Fig. 1: port wiring
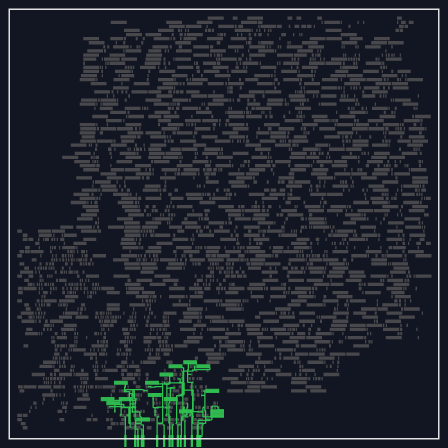
Fig. 2: signal wires on met2
Cells faint in the background.
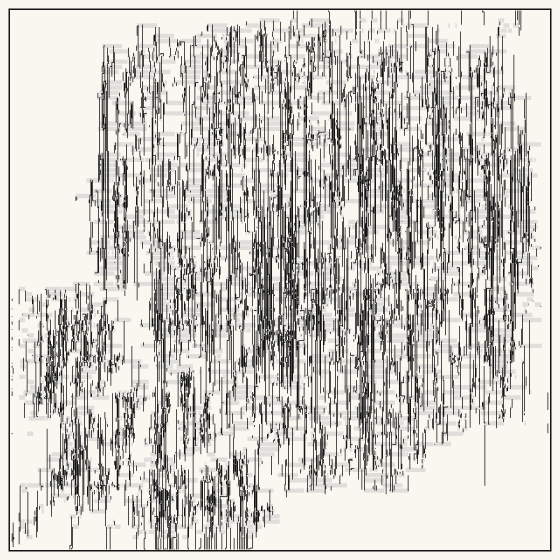
Fig. 3: the metal 3 layer
The bar under the picture is 100 um long.
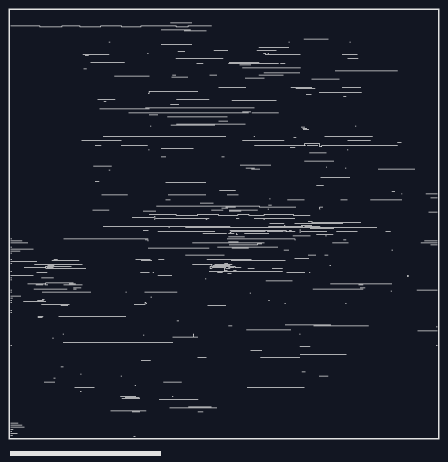
Fig. 4: placement view
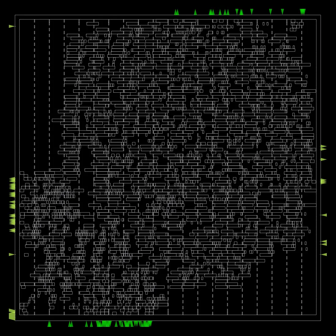
Fig. 5: placed cells, one color a class
Fill, decap, tap and diode cells in gray.
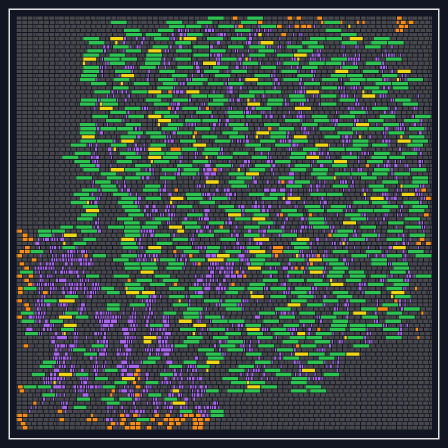
### src/rtl/sdram_cmd_pkg.sv
// Command encoding for the as4c4m16sa user port, shared with the controller wrapper,
// plus the state encoding of the frame streamer sequencer.
package sdram_cmd_pkg;

    typedef enum logic [1:0] {
        CMD_IDLE  = 2'd0,
        CMD_WRITE = 2'd1,
        CMD_READ  = 2'd2
    } sdram_cmd_t;

    typedef enum logic [2:0] {
        ST_IDLE        = 3'd0,
        ST_FILL        = 3'd1,
        ST_STREAM_WAIT = 3'd2,
        ST_STREAM_READ = 3'd3,
        ST_DRAIN       = 3'd4
    } streamer_state_t;

endpackage

### src/rtl/stream_fifo.sv
// Synchronous first-word-fall-through FIFO with single-cycle flush and occupancy count.
// A push into a full FIFO is accepted only when a pop happens in the same cycle.
module stream_fifo #(
    parameter int WIDTH = 17,
    parameter int DEPTH = 32
) (
    input  logic                       clk,
    input  logic                       reset,
    input  logic                       push,
    input  logic [WIDTH-1:0]           push_data,
    input  logic                       pop,
    input  logic                       flush,
    output logic [WIDTH-1:0]           head_data,
    output logic [$clog2(DEPTH):0]     count
);
    localparam int AW = $clog2(DEPTH);
    localparam int CW = AW + 1;

    logic [WIDTH-1:0] mem [DEPTH];
    logic [AW-1:0]    wr_ptr_reg;
    logic [AW-1:0]    rd_ptr_reg;
    logic [CW-1:0]    count_reg;
    logic             do_push;
    logic             do_pop;

    assign do_pop    = pop && (count_reg != '0);
    assign do_push   = push && ((count_reg != CW'(DEPTH)) || do_pop);
    assign head_data = mem[rd_ptr_reg];
    assign count     = count_reg;

    always_ff @(posedge clk) begin
        if (do_push) begin
            mem[wr_ptr_reg] <= push_data;
        end
    end

    always_ff @(posedge clk or posedge reset) begin
        if (reset) begin
            wr_ptr_reg <= '0;
            rd_ptr_reg <= '0;
            count_reg  <= '0;
        end else if (flush) begin
            wr_ptr_reg <= '0;
            rd_ptr_reg <= '0;
            count_reg  <= '0;
        end else begin
            if (do_push) wr_ptr_reg <= wr_ptr_reg + AW'(1);
            if (do_pop)  rd_ptr_reg <= rd_ptr_reg + AW'(1);
            case ({do_push, do_pop})
                2'b10:   count_reg <= count_reg + CW'(1);
                2'b01:   count_reg <= count_reg - CW'(1);
                default: count_reg <= count_reg;
            endcase
        end
    end

endmodule

### src/rtl/sdram_frame_streamer.sv
// Fills an SDRAM frame region with a test pattern, then loops burst reads over it into a
// stream FIFO. Reads are only issued against free FIFO credits, so the FIFO never overflows.
module sdram_frame_streamer
    import sdram_cmd_pkg::*;
#(
    parameter int DATA_WIDTH   = 16,
    parameter int ADDR_WIDTH   = 22,
    parameter int BASE_ADDRESS = 0,
    parameter int FRAME_WORDS  = 307200,
    parameter int BURST_LENGTH = 8,
    parameter int FIFO_DEPTH   = 32
) (
    input  logic                  clk,
    input  logic                  reset,
    input  logic                  start_fill,
    input  logic                  pattern_mode,
    input  logic [DATA_WIDTH-1:0] pattern_seed,
    input  logic                  start_stream,
    input  logic                  stop,
    output logic                  busy,
    output logic                  fill_done,
    output logic [1:0]            command,
    output logic [ADDR_WIDTH-1:0] data_address,
    output logic [DATA_WIDTH-1:0] data_write,
    input  logic [DATA_WIDTH-1:0] data_read,
    input  logic                  data_read_valid,
    input  logic                  data_write_done,
    output logic [DATA_WIDTH-1:0] out_data,
    output logic                  out_sof,
    output logic                  out_valid,
    input  logic                  out_ready
);
    localparam int CW = $clog2(FIFO_DEPTH) + 1;
    localparam int BW = $clog2(BURST_LENGTH + 1);
    localparam logic [ADDR_WIDTH-1:0] BASE_ADDR = ADDR_WIDTH'(BASE_ADDRESS);
    localparam logic [ADDR_WIDTH-1:0] LAST_ADDR = ADDR_WIDTH'(BASE_ADDRESS + FRAME_WORDS - 1);
    localparam logic [CW-1:0]         DEPTH_C   = CW'(FIFO_DEPTH);
    localparam logic [CW-1:0]         BURST_C   = CW'(BURST_LENGTH);
    localparam logic [BW-1:0]         LAST_BEAT = BW'(BURST_LENGTH - 1);

    generate
        if ((FRAME_WORDS % BURST_LENGTH) != 0) begin : g_bad_frame
            $error("FRAME_WORDS must be a multiple of BURST_LENGTH");
        end
        if (((FIFO_DEPTH & (FIFO_DEPTH - 1)) != 0) || (FIFO_DEPTH < 2 * BURST_LENGTH)) begin : g_bad_depth
            $error("FIFO_DEPTH must be a power of 2 and at least 2*BURST_LENGTH");
        end
    endgenerate

    streamer_state_t        state_reg;
    sdram_cmd_t             command_reg;
    logic [ADDR_WIDTH-1:0]  address_reg;
    logic [DATA_WIDTH-1:0]  data_write_reg;
    logic                   fill_done_reg;
    logic                   mode_reg;
    logic                   stop_pending_reg;
    logic [CW-1:0]          in_flight_reg;
    logic [BW-1:0]          beat_reg;

    logic [CW-1:0]          fifo_count;
    logic [CW-1:0]          free_credits;
    logic [DATA_WIDTH:0]    fifo_head;
    logic [ADDR_WIDTH-1:0]  next_address;
    logic                   read_beat;

    // Beats arriving while no read command is outstanding belong to nobody and are dropped.
    assign read_beat    = (command_reg == CMD_READ) && data_read_valid;
    assign next_address = (address_reg == LAST_ADDR) ? BASE_ADDR : address_reg + ADDR_WIDTH'(1);
    assign free_credits = DEPTH_C - fifo_count - in_flight_reg;

    assign busy         = (state_reg != ST_IDLE);
    assign fill_done    = fill_done_reg;
    assign command      = command_reg;
    assign data_address = address_reg;
    assign data_write   = data_write_reg;
    assign out_valid    = (fifo_count != '0);
    assign {out_sof, out_data} = fifo_head;

    stream_fifo #(
        .WIDTH (DATA_WIDTH + 1),
        .DEPTH (FIFO_DEPTH)
    ) u_fifo (
        .clk       (clk),
        .reset     (reset),
        .push      (read_beat),
        .push_data ({address_reg == BASE_ADDR, data_read}),
        .pop       (out_valid && out_ready),
        .flush     (state_reg == ST_DRAIN),
        .head_data (fifo_head),
        .count     (fifo_count)
    );

    always_ff @(posedge clk or posedge reset) begin
        if (reset) begin
            state_reg        <= ST_IDLE;
            command_reg      <= CMD_IDLE;
            address_reg      <= BASE_ADDR;
            data_write_reg   <= '0;
            fill_done_reg    <= 1'b0;
            mode_reg         <= 1'b0;
            stop_pending_reg <= 1'b0;
            in_flight_reg    <= '0;
            beat_reg         <= '0;
        end else begin
            fill_done_reg <= 1'b0;
            case (state_reg)
                ST_IDLE: begin
                    if (start_fill) begin
                        state_reg      <= ST_FILL;
                        command_reg    <= CMD_WRITE;
                        address_reg    <= BASE_ADDR;
                        data_write_reg <= pattern_seed;
                        mode_reg       <= pattern_mode;
                    end else if (start_stream) begin
                        state_reg     <= ST_STREAM_WAIT;
                        address_reg   <= BASE_ADDR;
                        in_flight_reg <= '0;
                        beat_reg      <= '0;
                    end
                end
                ST_FILL: begin
                    // Each write gets its own command; one idle cycle separates consecutive writes.
                    if (command_reg == CMD_WRITE) begin
                        if (data_write_done) begin
                            command_reg <= CMD_IDLE;
                            address_reg <= next_address;
                            if (!mode_reg) data_write_reg <= data_write_reg + DATA_WIDTH'(1);
                            if (address_reg == LAST_ADDR) begin
                                state_reg     <= ST_IDLE;
                                fill_done_reg <= 1'b1;
                            end
                        end
                    end else begin
                        command_reg <= CMD_WRITE;
                    end
                end
                ST_STREAM_WAIT: begin
                    if (stop) stop_pending_reg <= 1'b1;
                    if (stop_pending_reg) begin
                        state_reg <= ST_DRAIN;
                    end else if (free_credits >= BURST_C) begin
                        state_reg     <= ST_STREAM_READ;
                        command_reg   <= CMD_READ;
                        in_flight_reg <= in_flight_reg + BURST_C;
                        beat_reg      <= '0;
                    end
                end
                ST_STREAM_READ: begin
                    if (stop) stop_pending_reg <= 1'b1;
                    if (read_beat) begin
                        address_reg   <= next_address;
                        in_flight_reg <= in_flight_reg - CW'(1);
                        beat_reg      <= beat_reg + BW'(1);
                        if (beat_reg == LAST_BEAT) begin
                            command_reg <= CMD_IDLE;
                            state_reg   <= ST_STREAM_WAIT;
                            beat_reg    <= '0;
                        end
                    end
                end
                ST_DRAIN: begin
                    stop_pending_reg <= 1'b0;
                    state_reg        <= ST_IDLE;
                end
                default: begin
                    state_reg   <= ST_IDLE;
                    command_reg <= CMD_IDLE;
                end
            endcase
        end
    end

endmodule
### config.mk
export PLATFORM = sky130hd
export DESIGN_NAME = sdram_frame_streamer
export DESIGN_NICKNAME = d
export VERILOG_FILES = /design/src/rtl/sdram_cmd_pkg.sv /design/src/rtl/stream_fifo.sv /design/src/rtl/sdram_frame_streamer.sv
export SDC_FILE = /design/constraint.sdc
export NUM_CORES = 1
export LEC_CHECK = 0
export ABC_AREA = 1
export CORE_MARGIN = 4
export CORE_UTILIZATION = 35
export CTS_CLUSTER_SIZE = 40
export DETAILED_ROUTE_END_ITERATION = 12
export PLACE_DENSITY = 0.47
export RECOVER_POWER = 25
export SLEW_MARGIN = 25
export SYNTH_ARGS = -nofsm -noshare
export SYNTH_HDL_FRONTEND = slang
export SYNTH_SLANG_ARGS = --single-unit
### constraint.sdc
create_clock -name clk -period 5 [get_ports clk]
set_clock_uncertainty 0.05 [all_clocks]
set_input_delay 0.5 -clock clk [delete_from_list [all_inputs] [get_ports clk]]
set_output_delay 0.5 -clock clk [all_outputs]
set_load 0.02 [all_outputs]
==> run notes <==
Physical implementation.

- The cell leakage power is 11.0 nW.
- In the layout the commonest cells are sky130_fd_sc_hd__edfxtp_1, sky130_fd_sc_hd__nor2_1, sky130_fd_sc_hd__nand2_1.
- The largest individual stage delay along the critical path comes from the cell sky130_fd_sc_hd__dfrtp_2.
- In the final timing run, aggregate negative setup slack is 0 ns.
- The biggest slice of the area belongs to flip-flops and latches.
- The arrival time of data at the worst endpoint is listed as 4.01 ns.
- The floorplan step set the die height to 284 um.
- The congestion estimate from routability-driven global placement came to 0.873.
- The synthesized netlist occupies a cell area of 26700 um^2.
- The adder and majority gate portion of the synthesized area is 0.0137.
- The cell area after layout is 31200 um^2.
- The critical path launch point type is a flop.
- Setup repair after global routing left no endpoint under its margin.
- The via count of the first global-routing pass is 18398.
- The layout report lists the non-clock buffer share of cell area as 0.0423.
- The end point of the most critical hold path is in_flight_reg[0].
- Signal routing reaches up to met4.
- Per the post-run analysis, buffers plus inverters along the critical path come to 4.
- Row generation in the floorplan step produced 101 rows.
- During synthesis, Yosys emitted a total of 0 warnings.
- The tightest hold path in the finished design has a slack of 0.460 ns.
- The maximum level of the CTS H-tree is 3.
- The layout has 7256 filler cells.
- STA lists the maximum fanout along the critical path as 33.
- The setup slack at placement is 1.05 ns.
- After clock tree synthesis, the clock-pin slew on the worst setup and hold paths is 0.05 ns.
- The number of nets produced by synthesis is 2494.
- The final reports fail on capacitance limit, slew limit.
- The portion of the layout cell area used by clock cells is 0.0727.
- The non-clock inverter total of the final layout is 139.
- The post-detailed-route count of antenna-violating nets is 0.
- The final timing report counts setup violations totalling 0.
- The cell count in the Yosys report is 2425.
- Max-slew check failures listed in the final report amount to 431.
- The detail-routed via count per cell is 5.27.
- Once layout is complete, the cells apart from fillers number 3555.
- The cell type with the highest occurrence count on the critical path is sky130_fd_sc_hd__nand2_1.
- The main logic family after synthesis is simple AND/OR/NAND/NOR gates.
- The maximum clock insertion buffer count is 3.
- The sequential fraction of the synthesis area is 0.679.
- The multi-input gate share of the layout cell area is 0.246.
- The complex-gate fraction of the synthesized area is 0.0974.
- The number of antenna diodes in the final layout is 4.
- Per the final layout report, the fraction of cells sized above drive strength 1 comes to 0.0797.
- The achievable clock frequency is 219 MHz.
- The count of instances resized after the clock tree is built is 0.
- The biggest area contributor in the post-synthesis netlist is sky130_fd_sc_hd__edfxtp_1.
- In the routed design, unresolved DRC markers number 0.
- The global-route usage over all layers is 0.195.
- The initial core utilization is 0.352.
- The routed design uses 4.48 mm of met3 wire.
- In the synthesized netlist the async set-or-reset flop fraction comes to 0.117.
- Summing all multiplexer cells gives an area fraction of 0.
- The transition time at the pin with the least slew margin is 2.19 ns.
- The first global-routing pass estimated 120 mm of wire.
- The hold buffer count at cts is 0.
- The area taken by sequential standard cells is reported as 18100 um^2.
- The total congestion overflow is 0.
- The most frequent standard cell in the layout excluding fill and tap cells is sky130_fd_sc_hd__edfxtp_1.
- The tool warning count for the run is 41.
- The critical path class is flop to output port.
- The simple-gate portion of the synthesized area is 0.163.
- Counting the buffers created by CTS gives 72.
- The launch point of the worst register-to-register path is recorded as u_fifo.count[1].
- The time the final worst path needs with I/O delays and setup is 4.56 ns.
- By area the synthesized netlist is led by sky130_fd_sc_hd__edfxtp_1, sky130_fd_sc_hd__dfrtp_1, sky130_fd_sc_hd__nor2_1.
- The sequential portion of the cell area is 0.583.
- The flow ran to the end, but the final reports show violations.
- Total power normalized to cell area comes to 584 nW/um^2.
- The cell sequence reported for the critical path is nand2_1 > clkinv_1 > buf_4 > nand3_1 > nand2_1 > a21oi_1 > nand2_1 > nand2_1 > inv_1 > clkdlybuf4s50_1.
- The startpoint of the most critical hold path is in_flight_reg[0].
- The area added between synthesis and finish is 16.6%.
- The pin count of the biggest net entering global routing is 122.
- The buffers inserted during post-CTS setup optimization is 0.
- The number of synthesized register bits is 616.
- The count of cells along the worst register-to-register path is 8.
- STA classifies the critical path endpoint as an output port.
- The final layout report lists a non-clock buffer count of 144.
- The floorplan die width is 284 um.
- The setup slack after layout is 0.441 ns.
- The share of the synthesized area in the top cell type is 0.612.
- Wire segments on met2 add up to 37.7 mm in the final route.
- In the finished design, the share of the clock period the worst path needs comes to 0.912.
- The met1 routed wirelength after detailed routing is 36.0 mm.
- The cell total after placement is 3425.
- Across the run, the number of max-cap violations was 13.
## Picture notes: Fig. 1
color	port	bits	direction	edge	end cells	buffers	wire
green	data_write	16	output	south	16	16	854 um
number of input and output port buffers inserted: 100
Boundary Pins: 101

## Picture notes: Fig. 2
main direction	vertical
share of all routed wire	47%
total routed wirelength: 80.3 mm
via total after detailed routing: 18730

## Picture notes: Fig. 3
nets with wire on the layer	203
longest straight run	127 um
main direction	horizontal
share of all routed wire	5.6%
wire length on this layer	4480 um
met3 layer usage reported by global route: 0.0321

## Picture notes: Fig. 4
Core Util, Final: 0.411
num sequential: 616
area of the core region: 75800 um^2
Tapcell Cnt: 978

## Picture notes: Fig. 5
color	class	cells	share of their area
green	flip-flops	616	61%
orange	other buffers and delay cells	144	4.4%
yellow	clock drivers and dummy loads	126	7.6%
purple	all other logic	1687	27%

[tightest hold or removal path, delay by kind of cell, from the launching register on]
kind	cells	cell delay, ns
and+or+nand+nor	2	0.11
DFF	1	0.36
[per-layer routing]
| metal | up-vias | track usage |
|---|---|---|
| li1 | 8745 | - |
| met3 | 122 | 0.0321 |
| met4 | 0 | 0.0646 |
| met5 | - | 0 |
| met1 | 9305 | 0.270 |
| met2 | 558 | 0.316 |
[power breakdown]
group	leakage, nW	internal, mW	switching, mW
clock	1.11	3.03	2.08
combinational	4.09	2.08	4.77
sequential	5.82	5.86	0.345
[worst max path at each step]
stage,depth (start not counted),end
finish,10,out_data[7]
global route,9,out_data[2]
CTS,10,out_data[7]
detailed placement,10,out_data[7]
global placement,10,out_data[7]
floorplan,4,u_fifo.mem[0][16]
No activity file was given, so power comes from the tool's default toggle rates.
